**src/rtl/mem_stage_pkg.sv**
```systemverilog
// Shared pipeline definitions for the memory-access stage and its neighbours:
// FSM encoding, datapath widths and the writeback bundle.
package mem_stage_pkg;

  localparam int REG_W  = 5;
  localparam int DATA_W = 32;

  typedef enum logic {
    MS_IDLE   = 1'b0,
    MS_ACCESS = 1'b1
  } ms_state_t;

  typedef struct packed {
    logic              valid;
    logic              reg_write;
    logic [REG_W-1:0]  dest;
    logic [DATA_W-1:0] data;
  } wb_bundle_t;

endpackage

```
**src/rtl/mem_stage_timeout_ctr.sv**
```systemverilog
// Clearable up-counter that flags its terminal count (MAX-1); it parks there
// until cleared so an abandoned access cannot wrap back into range.
module mem_timeout_ctr #(
  parameter int MAX = 16,
  parameter int W   = $clog2(MAX)
) (
  input  logic clk,
  input  logic reset,
  input  logic clear,
  input  logic en,
  output logic terminal
);

  logic [W-1:0] count;

  assign terminal = (count == W'(MAX - 1));

  always_ff @(posedge clk or negedge reset) begin
    if (!reset) begin
      count <= '0;
    end else if (clear) begin
      count <= '0;
    end else if (en && !terminal) begin
      count <= count + 1'b1;
    end
  end

endmodule

```
**src/rtl/mem_stage.sv**
```systemverilog
// Memory-access stage: turns execute results into writeback bundles, running
// aligned loads/stores over a req/ack handshake with a timeout abort.
module mem_stage
  import mem_stage_pkg::*;
#(
  parameter int TIMEOUT_CYCLES = 16
) (
  input  logic              clk,
  input  logic              reset,
  input  logic              ex_valid,
  output logic              ex_ready,
  input  logic [DATA_W-1:0] ex_alu_result,
  input  logic [DATA_W-1:0] ex_rt_value,
  input  logic [REG_W-1:0]  ex_dest_reg,
  input  logic              ex_reg_write,
  input  logic              ex_mem_read,
  input  logic              ex_mem_write,
  output logic              dmem_req,
  output logic              dmem_we,
  output logic [DATA_W-1:0] dmem_addr,
  output logic [DATA_W-1:0] dmem_wdata,
  input  logic              dmem_ack,
  input  logic [DATA_W-1:0] dmem_rdata,
  output logic              wb_valid,
  output logic              wb_reg_write,
  output logic [REG_W-1:0]  wb_dest_reg,
  output logic [DATA_W-1:0] wb_data,
  output logic              mem_error,
  output ms_state_t         fsm_state
);

  // Handshake: a transfer from execute happens on a rising edge where
  // ex_valid & ex_ready; ex_ready depends only on the registered state, and
  // execute holds its outputs while it is stalled.

  ms_state_t        state;
  wb_bundle_t       wb_q;
  logic             err_q;
  logic             lat_reg_write;
  logic [REG_W-1:0] lat_dest;
  logic             accept;
  logic             mem_op;
  logic             start_access;
  logic             timed_out;

  assign ex_ready     = (state == MS_IDLE);
  assign accept       = ex_valid & ex_ready;
  assign mem_op       = ex_mem_read | ex_mem_write;
  assign start_access = accept & mem_op & (ex_alu_result[1:0] == 2'b00);

  // Derived from the async-reset state flop so reset drops it immediately.
  assign dmem_req     = (state == MS_ACCESS);

  assign wb_valid     = wb_q.valid;
  assign wb_reg_write = wb_q.reg_write;
  assign wb_dest_reg  = wb_q.dest;
  assign wb_data      = wb_q.data;
  assign mem_error    = err_q;
  assign fsm_state    = state;

  mem_timeout_ctr #(
    .MAX (TIMEOUT_CYCLES)
  ) u_timeout (
    .clk      (clk),
    .reset    (reset),
    .clear    (start_access),
    .en       (state == MS_ACCESS),
    .terminal (timed_out)
  );

  always_ff @(posedge clk or negedge reset) begin
    if (!reset) begin
      state         <= MS_IDLE;
      wb_q          <= '0;
      err_q         <= 1'b0;
      dmem_we       <= 1'b0;
      dmem_addr     <= '0;
      dmem_wdata    <= '0;
      lat_reg_write <= 1'b0;
      lat_dest      <= '0;
    end else begin
      wb_q.valid <= 1'b0;
      err_q      <= 1'b0;
      case (state)
        MS_IDLE: begin
          if (accept && !mem_op) begin
            wb_q.valid     <= 1'b1;
            wb_q.reg_write <= ex_reg_write;
            wb_q.dest      <= ex_dest_reg;
            wb_q.data      <= ex_alu_result;
          end else if (accept && !start_access) begin
            // Misaligned: report and retire without touching memory.
            wb_q.valid     <= 1'b1;
            wb_q.reg_write <= 1'b0;
            wb_q.dest      <= ex_dest_reg;
            wb_q.data      <= ex_alu_result;
            err_q          <= 1'b1;
          end else if (start_access) begin
            state         <= MS_ACCESS;
            dmem_we       <= ex_mem_write;
            dmem_addr     <= ex_alu_result;
            dmem_wdata    <= ex_rt_value;
            lat_dest      <= ex_dest_reg;
            lat_reg_write <= ex_mem_read & ex_reg_write;
          end
        end
        MS_ACCESS: begin
          // Ack takes priority over a timeout landing in the same cycle.
          if (dmem_ack) begin
            state          <= MS_IDLE;
            wb_q.valid     <= 1'b1;
            wb_q.reg_write <= lat_reg_write;
            wb_q.dest      <= lat_dest;
            wb_q.data      <= dmem_we ? dmem_addr : dmem_rdata;
          end else if (timed_out) begin
            state          <= MS_IDLE;
            wb_q.valid     <= 1'b1;
            wb_q.reg_write <= 1'b0;
            err_q          <= 1'b1;
          end
        end
        default: state <= MS_IDLE;
      endcase
    end
  end

endmodule

```
**config.mk**
```make
export PLATFORM = sky130hd
export DESIGN_NAME = mem_stage
export DESIGN_NICKNAME = d
export VERILOG_FILES = /design/src/rtl/mem_stage_pkg.sv /design/src/rtl/mem_stage_timeout_ctr.sv /design/src/rtl/mem_stage.sv
export SDC_FILE = /design/constraint.sdc
export NUM_CORES = 1
export LEC_CHECK = 0
export CAP_MARGIN = 15
export CORE_UTILIZATION = 46
export CTS_CLUSTER_SIZE = 14
export DETAILED_ROUTE_END_ITERATION = 12
export GPL_TIMING_DRIVEN = 0
export PLACE_DENSITY = 0.9
export SYNTH_ARGS = -nofsm -noshare
export SYNTH_HDL_FRONTEND = slang
export SYNTH_SLANG_ARGS = --single-unit
```
**constraint.sdc**
```tcl
create_clock -name clk -period 2.3 [get_ports clk]
set_input_delay 0.46 -clock clk [delete_from_list [all_inputs] [get_ports clk]]
set_output_delay 0.46 -clock clk [all_outputs]
set_load 0.05 [all_outputs]
```
run_1/class_map.png
Scale bar: 20 µm. Fill, decap, tap and diode cells in grey.
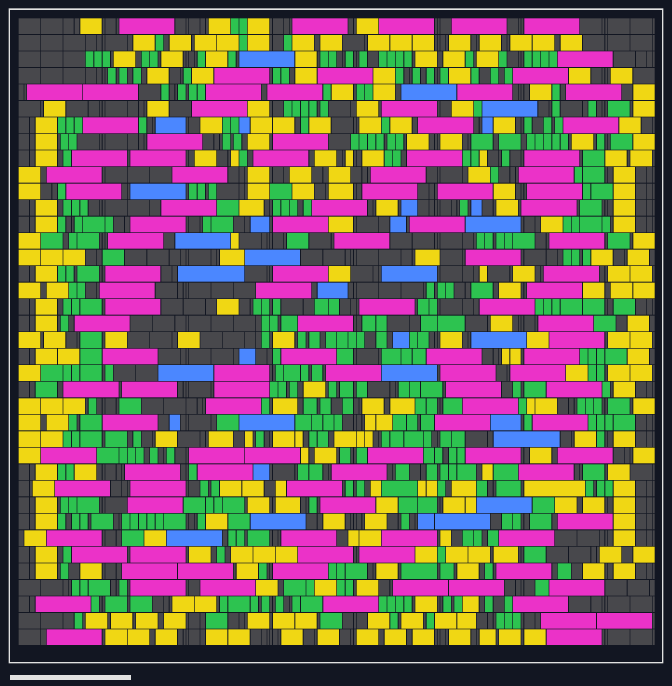
remaining logic cells: drawn in green, cells 378, share of their area 25%. clock drivers and dummy loads: drawn in blue, cells 32, share of their area 7.3%. sequential cells: drawn in magenta, cells 116, share of their area 37%. remaining buffers and delay cells: drawn in yellow, cells 249, share of their area 30%.
flop share of the area: 36.17%
Core ar.: 0.01084 mm²
final core utilization: 74.04%

run_1/clock_wires.png
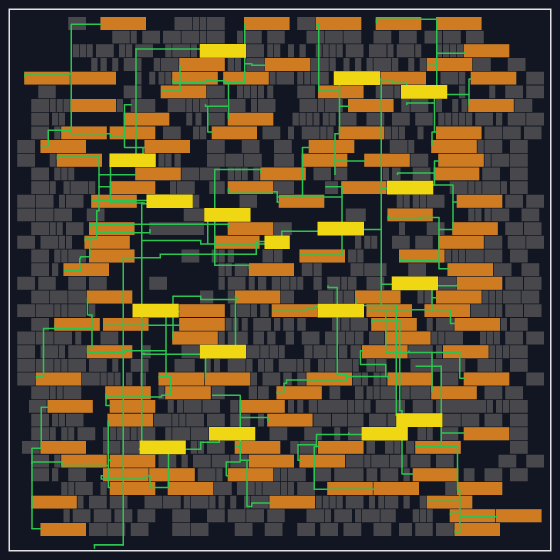
clock-net drivers: drawn in yellow, count 17. flip-flops: drawn in orange, count 116. clock wires: drawn in green, length 1,520 µm.
Position of the flops: all over the die. There are 18 routed clock nets.
clk pwr: 2530 µW
skew final: 0.007317 ns
Worst-Skew Late Latency: 0.51 ns
Clk pwr share: 29.2%

run_1/floorplan.png
Pins as bars on the die edge. Tap cells in grey.
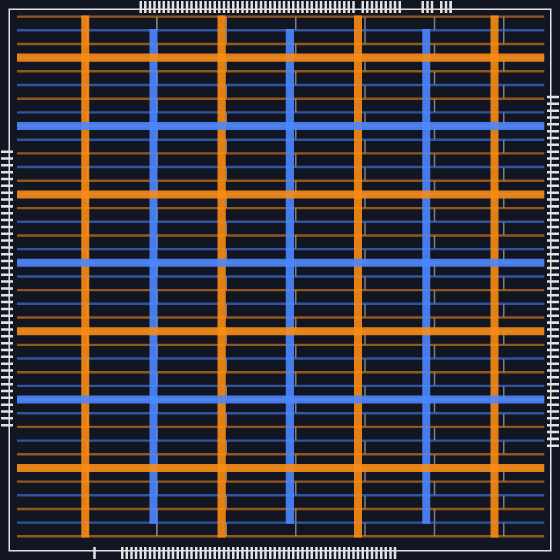
VSS: drawn in orange. VDD: drawn in blue.
The core has 38 rows. 7 straps on met4.
worst vdd ir: 0.4945 mV
die y size: 107.4 µm
die width: 107.4 µm

==> flow_metrics.tcl, run 1 <==
# implementation run metrics
set metrics [dict create \
    status "completed" \
    route.top_layer_used "met4" \
    path_class "reg2out" \
    grt_max_degree 71 \
    overflow 0 \
    slew_viol_final 0 \
    dr.pass1.iters 6 \
    nNonClkInverters 1 \
    grt_use_met2_pct 48.94 \
    yosysTopAreaCell "dfrtp_1" \
    arrival_ns 1.77 \
    track_usage_pct 29.23 \
    combGateArea_mm2 0.001981 \
    hold_ws_ns 0.06500 \
    seqPwrFrac_pct 32.3 \
    simple_gate_area_share_pct 22.94 \
    preCtsSetupSlack_ns -0.3477 \
    postCtsHoldBufs 0 \
    worstSetupEndpointType "primary output" \
    synth.avg_cell_area_um2 9.678 \
    p_total_uw 8637 \
    first_global_vias 5160 \
    drc 0 \
    critPathBufInv 1 \
    post-place-cells 883 \
    muxShareOfSynthArea_pct 6.709 \
    final_cell_mix "211 x clkdlybuf4s50_1, 210 x nand2_1, 116 x dfrtp_1, 43 x nor2_1, 32 x mux2i_1" \
    num_vias 4876 \
    top_logic_kind "simple AND/OR/NAND/NOR gates" \
    power.switching_uw 3394 \
    seqCellArea_mm2 0.002903 \
    timing.rr.end "dmem_addr[18]" \
    gp_congestion 0.7952 \
    crit_end "dmem_addr[12]" \
    ys_chip_area_mm2 0.005110 \
    setup_viol 0 \
    max_cap_violations 0 \
    cts_buffers 17 \
    synth_cells 528 \
    clock-root-buffer "clkbuf_8" \
    hpwl_mm 11.35 \
    ys_cells 528 \
    fp_util_pct 47.14 \
    layout_top_cell "clkdlybuf4s50_1" \
    stdcell_count 915 \
    fmax_ghz 0.4486 \
    chipArea_mm2 0.01153 \
    synth_area_mm2 0.005110 \
    cpMaxStageDelayCell "clkdlybuf4s50_1" \
    drive_above_1_share_pct 8.387 \
    combinationalPowerShare_pct 38.4 \
    hold_violations 0 \
    synth_flop_count 116 \
    fill_cells 768 \
    taps 140 \
    max_stage_delay_ns 0.88 \
    drtIter0Drc 379 \
    met2WireLength_mm 8.212 \
    ys_seq_share_pct 56.81 \
    relSlewSlack_pct 39.06 \
    r2r_slack_ns 0.32 \
    top_cell_area_share_pct 56.81 \
    grt_pass1_wl_mm 25.53 \
    synth.distinct_cells 32 \
    largestClassByArea "sequential cells" \
    drt-wirelength-per-cell_um 17.56 \
    openroad.warnings 26 \
    adder_share_pct 0.2449 \
    htreeDepth 4 \
    final-clk-cell-share_pct 7.171 \
    wirelength_mm 16.07 \
    buf_share_pct 29.76 \
    fin_area_mm2 0.008026 \
    crit_chain "clkdlybuf4s50_1" \
    path_max_fanout 3 \
    dpl-instance-area_mm2 0.007452 \
    cp-startpoint "dmem_addr[12]" \
    routed_via_density 5.329 \
    gr-max-usage-layer "met2" \
    portBuffers 214 \
    worst_pin_slew_ns 0.9141 \
    comb_area_share_pct 24.68 \
    fin_crit_sh_pct 96.92 \
    worstReg2RegStart "dmem_req" \
    ioPinCount 216 \
    p_leak_uw 0.003697 \
    cp.depth 1 \
    antenna_left 0 \
    drt-met1-wl_mm 6.213 \
]
[run 1: power groups by stage]
stage | Sequential (µW) | Combinational (µW) | Clock, µW
5_1_grt | 2840 | 3480 | 2660
2_1_floorplan | 4120 | 705 | 0
3_5_place_dp | 2810 | 3310 | 0
3_3_place_gp | 2780 | 3240 | 0
4_1_cts | 2790 | 3330 | 2560
6_report | 2790 | 3320 | 2530
[run 1: cell usage after synthesis (all sizes together)]
master	n
nand2	210
dfrtp	116
nor2	44
mux2i	32
a221o	30
buf	22
clkbuf	12
nand3	12
nor3	11
o21ai	10
nor4	5
o211ai	5
a21oi	3
and2	2
mux2	2
nand4	2
or2	2
xor2	2
and3	1
ha	1
inv	1
nand2b	1
nor2b	1
o32ai	1
run_1/m2.png
Scale bar: 20 µm.
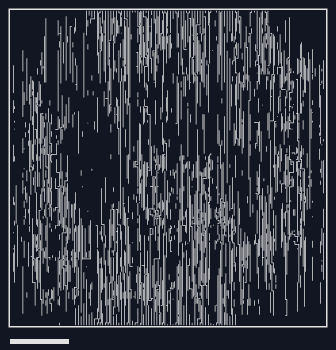

==> inputs of run 2 (changes only) <==
SLEW_MARGIN = 20   (was default)
run_2/m2.png
Scale bar: 20 µm.
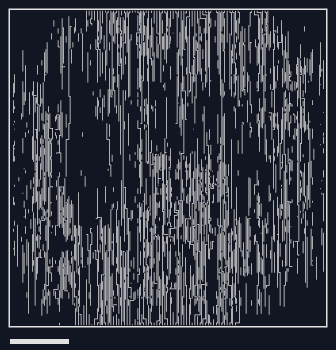
The layer carries 8,310 µm of wire. The layer holds 51% of the routed length. 767 nets have wire on it. The wires run mostly vertical. The longest straight run is 43.5 µm.

==> flow_metrics.tcl, run 2 <==
# implementation run metrics
set metrics [dict create \
    clock_buffers 24 \
    synth_area_mm2 0.005110 \
    seqCellArea_mm2 0.002903 \
    critPathBufInv 1 \
    routed_via_density 5.396 \
    wirelength_mm 16.36 \
    openroad.warnings 26 \
    syn_nets 637 \
    antenna_found_initial 0 \
    fill_cells 753 \
    cpMaxStageDelayCell "clkdlybuf4s50_1" \
    post-cts-setup-buffer-count 0 \
    worst_pin_slew_ns 0.6620 \
    ys_cells 528 \
    clock-sinks 116 \
    powerDensity_mw_per_mm2 1066 \
    whs_path_depth 2 \
    route.met3.wl_mm 1.073 \
    top_cell_area_share_pct 56.81 \
    num_vias 4927 \
    vdd_drop_max_mv 0.4971 \
    worstReg2RegStart "dmem_req" \
    hold_ws_ns 0.2989 \
    cts_buffers 17 \
    synth_flop_count 116 \
    setup_viol 0 \
    relSlewSlack_pct 55.86 \
    route.top_layer_used "met4" \
    antenna_left 0 \
    worstHoldPathType "in2reg" \
    finalClockSkew_ns 0.01320 \
    nNonClkInverters 1 \
    p_leak_uw 0.003718 \
    ioPinCount 216 \
    grt_use_met1_pct 33.86 \
    clock-root-buffer "clkbuf_8" \
    antenna_cells 0 \
    htreeDepth 4 \
    taps 140 \
    first_global_vias 5163 \
    track_usage_pct 29.11 \
    preCtsSetupSlack_ns -0.3012 \
    synth_warnings 0 \
    r2r_slack_ns 0.13 \
    fp_util_pct 47.14 \
    clockBufferDepth 2 \
    worstHoldStart "dmem_ack" \
    hold_violations 0 \
    final-clk-cell-share_pct 6.753 \
    grt_pass1_wl_mm 25.41 \
    drt-wirelength-per-cell_um 17.92 \
    combGateArea_mm2 0.001976 \
    slew_viol_final 0 \
    synth_cells 528 \
    portBuffers 214 \
    grt_use_met2_pct 48.94 \
    chipArea_mm2 0.01153 \
    clk_latency_ns 0.52 \
    cp-startpoint "dmem_addr[12]" \
    fp.dieH_um 107.4 \
    path_max_fanout 3 \
    syn_to_final_growth_pct 56.64 \
    worstSetupStartpointType "register" \
    drt-met1-wl_mm 6.400 \
    rsz0062_at_grt "false" \
    synth.avg_cell_area_um2 9.678 \
    yosysMostFrequentCell "nand2_1" \
    fmax_ghz 0.4537 \
    crit_chain "clkdlybuf4s50_1" \
    layout_top_cell "clkdlybuf4s50_1" \
    power.internal_uw 5207 \
    max_stage_delay_ns 0.86 \
    core_area_mm2 0.01084 \
    common_cells "210 x nand2_1, 116 x dfrtp_1, 43 x nor2_1" \
    yosysTopAreaCell "dfrtp_1" \
    p_comb_uw 3340 \
    worstPathRequired_ns 1.84 \
    met3_usage_pct 8.111 \
    swShare_pct 38.96 \
    clk_pin_slew_ns 0.05 \
    r2r_cells 7 \
    dr.pass1.iters 6 \
    synth.distinct_cells 32 \
    seqPwrFrac_pct 32.7 \
    largestClassByArea "sequential cells" \
    arrival_ns 1.74 \
    path_class "reg2out" \
    fin_crit_ns 2.204 \
    crit_end "dmem_addr[12]" \
    pg_seq_uw 2790 \
    drtIter0Drc 374 \
    die_w_um 107.4 \
    met2WireLength_mm 8.314 \
    grt_max_degree 78 \
    drive_above_1_share_pct 7.633 \
    ys_seq_share_pct 56.81 \
    p_total_uw 8531 \
    fin_crit_sh_pct 95.83 \
    powerClk_uw 2400 \
    dpl-instance-area_mm2 0.007456 \
    fin_nets 872 \
    seq_cells 116 \
    gp_congestion 0.7952 \
    overflow 0 \
    hpwl_mm 11.41 \
    combinationalPowerShare_pct 39.1 \
    timing.rr.end "dmem_addr[18]" \
    final_cell_mix "211 x clkdlybuf4s50_1, 210 x nand2_1, 116 x dfrtp_1, 43 x nor2_1, 32 x mux2i_1" \
    critPathTopFamily "buffers and inverters" \
    async_reset_ff_share_pct 100.0 \
    buf_share_pct 30.06 \
    power_leader "combinational cells" \
    ys_chip_area_mm2 0.005110 \
    power.switching_uw 3324 \
    worstSetupEndpointType "primary output" \
    area_leaders "dfrtp_1 57%, nand2_1 15%, mux2i_1 6.3%, a221o_1 5.9%, nor2_1 3.2%" \
    cts_tree "built" \
    status "completed" \
    n_all_buffers 250 \
    comb_area_share_pct 24.68 \
    setup_slack_ns 0.09590 \
    gr-max-usage-layer "met2" \
    p_clk_share_pct 28.2 \
    drc 0 \
    ff_type "dfrtp_1" \
    fin_area_mm2 0.008004 \
    hold_end "mem_error" \
    row_count 38 \
    cp.depth 1 \
    sh_seq_area_pct 36.27 \
    multi_input_comb_cells 377 \
    max_cap_violations 0 \
    synth-edff-count 0 \
]
[run 2: kinds of logic after synthesis]
kind of cell               count (synthesis)  share of synthesized area [%]
and+or+nand+nor                          291                          22.94
DFF                                      116                          56.81
AOI/OAI and AO/OA                         49                          8.423
buffers and inverters                     35                          4.530
muxes                                     34                          6.709
xor gates and xnor gates                   2                         0.3429
adders and majority gates                  1                         0.2448
[run 2: stage by stage]
stage / util [%] / setup TNS (ns) / cells
floorplan: - / 0 / 528
global placement: 68.51 / -416.68 / 882
detailed placement: 68.78 / -16.77 / 883
CTS: 73.85 / 0 / 913
global route: 73.83 / 0 / 913
finish: 73.83 / 0 / 913
[run 2: timing repair]
item	4_1_cts	5_1_grt
setup endpoints to repair	1	2
hold endpoints to repair	39	0
hold buffers	1	0
resized	1	3
run_2/clock_wires.png
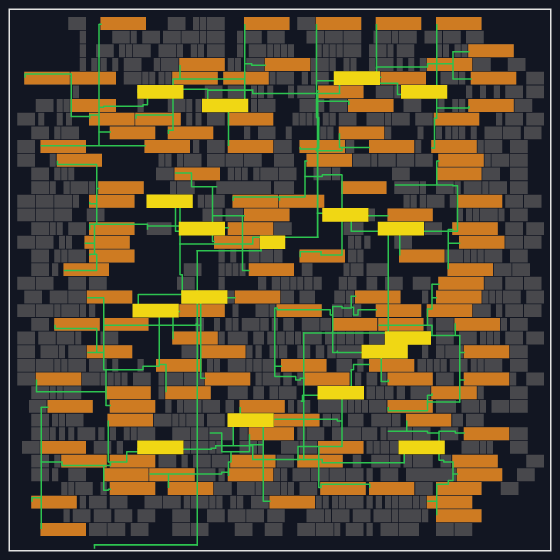

==> inputs of run 3 (changes only) <==
CORE_UTILIZATION = 35   (was 46)
PLACE_DENSITY = 0.72   (was 0.9)
run_3/clock_wires.png
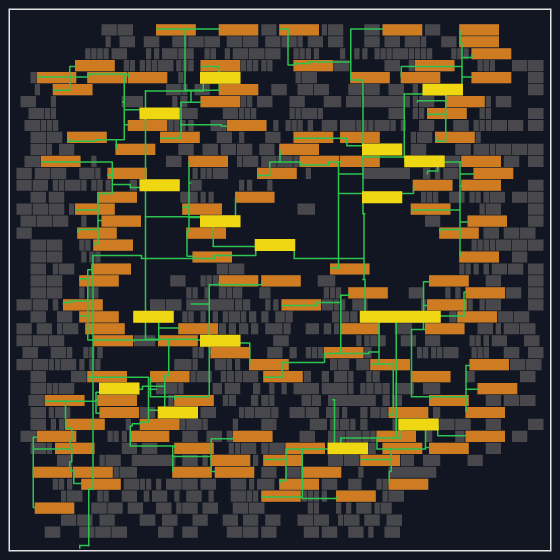
clock-net drivers: drawn in yellow, count 17. flip-flops: drawn in orange, count 116. clock wires: drawn in green, length 1,520 µm.
Position of the flops: all over the die.

==> flow_metrics.tcl, run 3 <==
# implementation run metrics
set metrics [dict create \
    top_cell_area_share_pct 56.81 \
    fmax_ghz 0.4600 \
    power_leader "combinational cells" \
    met3_usage_pct 4.879 \
    syn_nets 637 \
    ff_type "dfrtp_1" \
    setup_slack_ns 0.1260 \
    die_w_um 122.8 \
    drive_above_1_share_pct 7.881 \
    finalClockSkew_ns 0.009120 \
    antenna_cells 0 \
    power.internal_uw 5652 \
    dpl-instance-area_mm2 0.007506 \
    common_cells "210 x nand2_1, 116 x dfrtp_1, 43 x nor2_1" \
    path_class "in2reg" \
    num_vias 4764 \
    fin_nets 871 \
    yosysMostFrequentCell "nand2_1" \
    antenna_found_initial 0 \
    crit_end "dmem_addr[24]" \
    ys_cells 528 \
    grt_use_met2_pct 35.57 \
    met2WireLength_mm 7.754 \
    max_cap_violations 0 \
    setup_viol 0 \
    openroad.warnings 26 \
    arrival_ns 2.47 \
    fin_crit_ns 2.174 \
    cpMaxStageDelayCell "clkdlybuf4s50_1" \
    rsz0062_at_grt "false" \
    cp-startpoint "ex_valid" \
    wirelength_mm 16.00 \
    synth.avg_cell_area_um2 9.678 \
    crit_chain "clkdlybuf4s50_1 -> nor2b_1 -> buf_2 -> nand3_1 -> clkbuf_1 -> nand2_1 -> nand2_1" \
    r2r_slack_ns 0.19 \
    fin_crit_sh_pct 94.52 \
    yosysTopAreaCell "dfrtp_1" \
    postCtsHoldBufs 0 \
    grt_pass1_wl_mm 24.81 \
    post-place-cells 923 \
    p_comb_uw 3310 \
    clk_latency_ns 0.41 \
    first_global_vias 4805 \
    ys_chip_area_mm2 0.005110 \
    routed_via_density 4.994 \
    area_leaders "dfrtp_1 57%, nand2_1 15%, mux2i_1 6.3%, a221o_1 5.9%, nor2_1 3.2%" \
    grt_use_met1_pct 27.26 \
    drt-met1-wl_mm 6.744 \
    fill_cells 1183 \
    seqCellArea_mm2 0.002903 \
    drt-wirelength-per-cell_um 16.77 \
    chipArea_mm2 0.01509 \
    relSlewSlack_pct 46.47 \
    p_total_uw 8975 \
    powerClk_uw 2880 \
    pg_seq_uw 2790 \
    max_stage_delay_ns 0.54 \
    vdd_drop_max_mv 0.4814 \
    synth_area_mm2 0.005110 \
    clockBufferDepth 2 \
    syn_to_final_growth_pct 59.55 \
    combGateArea_mm2 0.001976 \
    fp.dieH_um 122.8 \
    route.top_layer_used "met4" \
    ioPinCount 216 \
    cts_buffers 17 \
    hold_violations 0 \
    synth_warnings 0 \
    worstReg2RegStart "dmem_req" \
    clock-root-buffer "clkbuf_16" \
    swShare_pct 37.03 \
    worstHoldPathType "in2async" \
    synth_flop_count 116 \
    dr.pass1.iters 4 \
    worst_pin_slew_ns 0.8030 \
    async_reset_ff_share_pct 100.0 \
    clk_pin_slew_ns 0.05 \
    drc 0 \
    status "completed" \
    htreeDepth 4 \
    antenna_left 0 \
    synth-edff-count 0 \
    fin_util_pct 58.06 \
    seqPwrFrac_pct 31.1 \
    overflow 0 \
    route.met3.wl_mm 1.001 \
]
## run 3: cell counts after synthesis
No cell type changed its count.
## run 3: cell families (layout without fill, tap and decap cells)
group	Yosys count	in the layout	share of synthesized area (%)
mux	34	34	6.709
xor+xnor	2	2	0.3429
fa+ha+maj	1	1	0.2448
flops	116	116	56.81
compound gates	49	49	8.423
simple gates	291	291	22.94
buf+inv	35	281	4.530
## run 3: cell type report
class | instances | area share [%]
timing repair buffer | 215 | 26.61
multi-input combinational | 377 | 24.23
buffer | 34 | 2.793
clock buffer | 21 | 5.770
tap | 180 | 2.762
inverter | 1 | 0.04604
sequential | 116 | 35.60
clock inverter | 10 | 2.179

==> notes/layouts.md <==
Pictures saved along the way, in no particular order.

Placed standard cells.
image #1
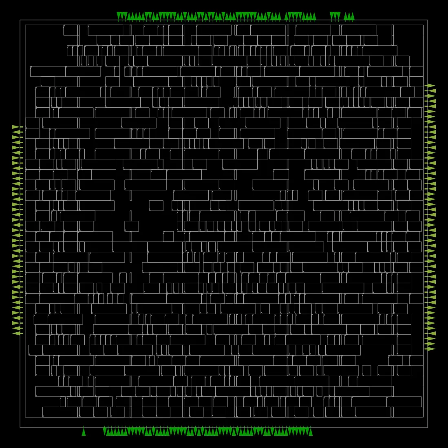
image #2
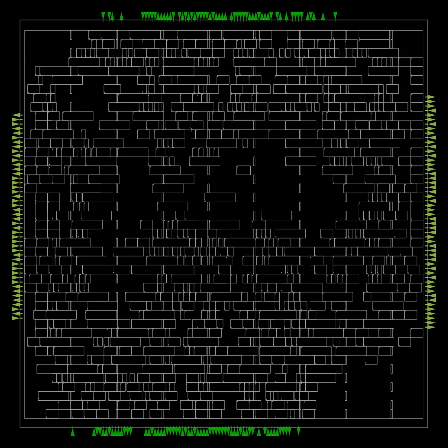
- highest utilization: image #1
Run 1 is image #1.
Run 3 is image #2.

Power figures rest on the tool's default switching activity, not on a simulated workload.
